**Routed metal per tile**

The die is cut into 11 by 12 equal tiles; dark blue is low, red is high, scaled to the fullest tile. Values are wire area over tile area, all layers added.
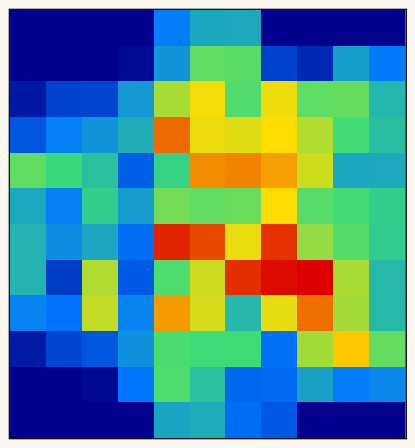
**Cell classes on the final placement**

Fill, decap, tap and diode cells in gray.
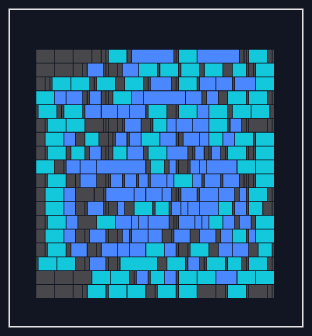
**Metal layers overlaid**

Only two layers are drawn.
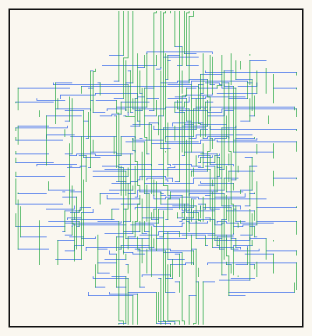
[config.mk]
export PLATFORM = sky130hd
export DESIGN_NAME = prbs_step
export DESIGN_NICKNAME = d
export VERILOG_FILES = /design/src/rtl/prbs_pkg.sv /design/src/rtl/prbs_step.sv
export SDC_FILE = /design/constraint.sdc
export NUM_CORES = 1
export LEC_CHECK = 0
export ABC_CLOCK_PERIOD_IN_PS = 4500
export CAP_MARGIN = 20
export CORE_ASPECT_RATIO = 1.1
export CORE_MARGIN = 5
export CORE_UTILIZATION = 34
export DETAILED_ROUTE_END_ITERATION = 7
export GPL_ROUTABILITY_DRIVEN = 0
export PLACE_DENSITY = 0.86
export SLEW_MARGIN = 10
export SYNTH_ARGS = -nofsm -noshare
export SYNTH_HDL_FRONTEND = slang
export SYNTH_SLANG_ARGS = --single-unit
export TNS_END_PERCENT = 20
[constraint.sdc]
create_clock -name vclk -period 4.5
set_input_delay 1.125 -clock vclk [all_inputs]
set_output_delay 1.125 -clock vclk [all_outputs]
set_load 0.03 [all_outputs]
[src/rtl/prbs_pkg.sv]
`timescale 1ns/1ps
// Shared polynomial constants and state types for the PRBS generator/checker.
// Polynomials are x^N + x^T + 1 with the (N, T) pairs below.
package prbs_pkg;

    localparam int PRBS_MAX_N = 31;
    localparam logic [PRBS_MAX_N-1:0] DEFAULT_SEED = 31'h7FFF_FFFF;

    localparam int N_PRBS7  = 7;
    localparam int N_PRBS15 = 15;
    localparam int N_PRBS23 = 23;
    localparam int N_PRBS31 = 31;
    localparam int T_PRBS7  = 6;
    localparam int T_PRBS15 = 14;
    localparam int T_PRBS23 = 18;
    localparam int T_PRBS31 = 28;

    typedef enum logic [1:0] {
        PRBS7  = 2'd0,
        PRBS15 = 2'd1,
        PRBS23 = 2'd2,
        PRBS31 = 2'd3
    } poly_e;

    typedef enum logic {
        SEARCH = 1'b0,
        LOCKED = 1'b1
    } chk_state_e;

    // Selects the low N bits of the state that are live for a polynomial.
    function automatic logic [PRBS_MAX_N-1:0] poly_mask(input poly_e p);
        case (p)
            PRBS7:   return DEFAULT_SEED >> (PRBS_MAX_N - N_PRBS7);
            PRBS15:  return DEFAULT_SEED >> (PRBS_MAX_N - N_PRBS15);
            PRBS23:  return DEFAULT_SEED >> (PRBS_MAX_N - N_PRBS23);
            default: return DEFAULT_SEED >> (PRBS_MAX_N - N_PRBS31);
        endcase
    endfunction

endpackage

[src/rtl/prbs_step.sv]
`timescale 1ns/1ps
// One word of LFSR advance: DATA_W serial steps unrolled combinationally.
// State bit k-1 holds r[k]; each step shifts left and inserts at bit 0.
module prbs_step
    import prbs_pkg::*;
#(
    parameter int DATA_W = 8
) (
    input  logic [PRBS_MAX_N-1:0] state,
    input  poly_e                 poly,
    input  logic [DATA_W-1:0]     din,
    input  logic                  sync_mode,
    output logic [PRBS_MAX_N-1:0] next_state,
    output logic [DATA_W-1:0]     pred
);

    logic [PRBS_MAX_N-1:0] mask;
    logic [PRBS_MAX_N-1:0] s;
    logic                  fb;

    assign mask = poly_mask(poly);

    always_comb begin
        s    = state & mask;
        fb   = 1'b0;
        pred = '0;
        for (int i = 0; i < DATA_W; i++) begin
            case (poly)
                PRBS7:   fb = s[N_PRBS7-1]  ^ s[T_PRBS7-1];
                PRBS15:  fb = s[N_PRBS15-1] ^ s[T_PRBS15-1];
                PRBS23:  fb = s[N_PRBS23-1] ^ s[T_PRBS23-1];
                default: fb = s[N_PRBS31-1] ^ s[T_PRBS31-1];
            endcase
            pred[i] = fb;
            // Sync mode rebuilds the state from received bits instead of predictions.
            s = {s[PRBS_MAX_N-2:0], sync_mode ? din[i] : fb} & mask;
        end
        next_state = s;
    end

endmodule

==> impl_metrics.toml <==
# synthesis and place-and-route metrics
[run_status]
status = "finished, final reports clean"

[global_routing]
overflow = 0
antenna_found_initial = 0
met2_usage_pct = 32.8

[drt]
dr_wl_met2_mm = 1.65
topRoutingLayerUsed = "met4"

[yosys]
adder_share_pct = 0
synthTopCellsByCount = "26 x xor2_1, 14 x and2_1, 8 x and3_1"
ys.warnings.count = 0
ys_sh_mux_pct = 17.1
most_common_cell = "xor2_1"
syn_nets = 150
avgSynthCellArea_sq_um = 7.77
synth_stat.cells = 108
synth.cellmix.simpleShare_pct = 26.7

[power]
p_leak_nw = 0.691
netSwitchingFraction_pct = 52.1
pg_seq_mw = 0
p_clk_share_pct = 0

[final_timing]
slew_headroom_pct = 74.2
period_needed_ns = 4.36
finalSetupViolCount = 0

[placement]
preCtsSetupSlack_ns = 0.143

[worst_setup_path]
worstSetupStartpointType = "input pin"
arrival_ns = 3.23
cp_cell_sequence = "clkdlybuf4s50_1 -> buf_12 -> mux4_2 -> mux2_2 -> clkdlybuf4s50_1"
worst_path_max_delay_cell = "clkdlybuf4s50_1"

[flow_run]
drv_cap = 0

[cells_and_area]
largestClassByArea = "non-clock buffers"
instances_no_fill = 218
fill_cells = 189
final-clk-cell-share_pct = 0
n_antenna_cell = 0
num-nonclk-inverters = 1
logic_gates = 100

[floorplanning]
io_pins = 81

[cts]
hold_buffers = 0
Back to the opening pictures, 'routed metal per tile':
densest ninth of the die	center
nearly empty tiles	17%
tiles over half the peak	39%

Back to the opening pictures, 'cell classes on the final placement':
color	class	cells
blue	all other logic	101
cyan	other buffers and delay cells	87

Back to the opening pictures, 'metal layers overlaid':
color	layer	wire length
blue	met1	1,460 microns
green	met2	1,650 microns
WL/cell: 15.8 microns
final WL: 3.44 mm
gr usage total: 18.5%
via count: 1,131

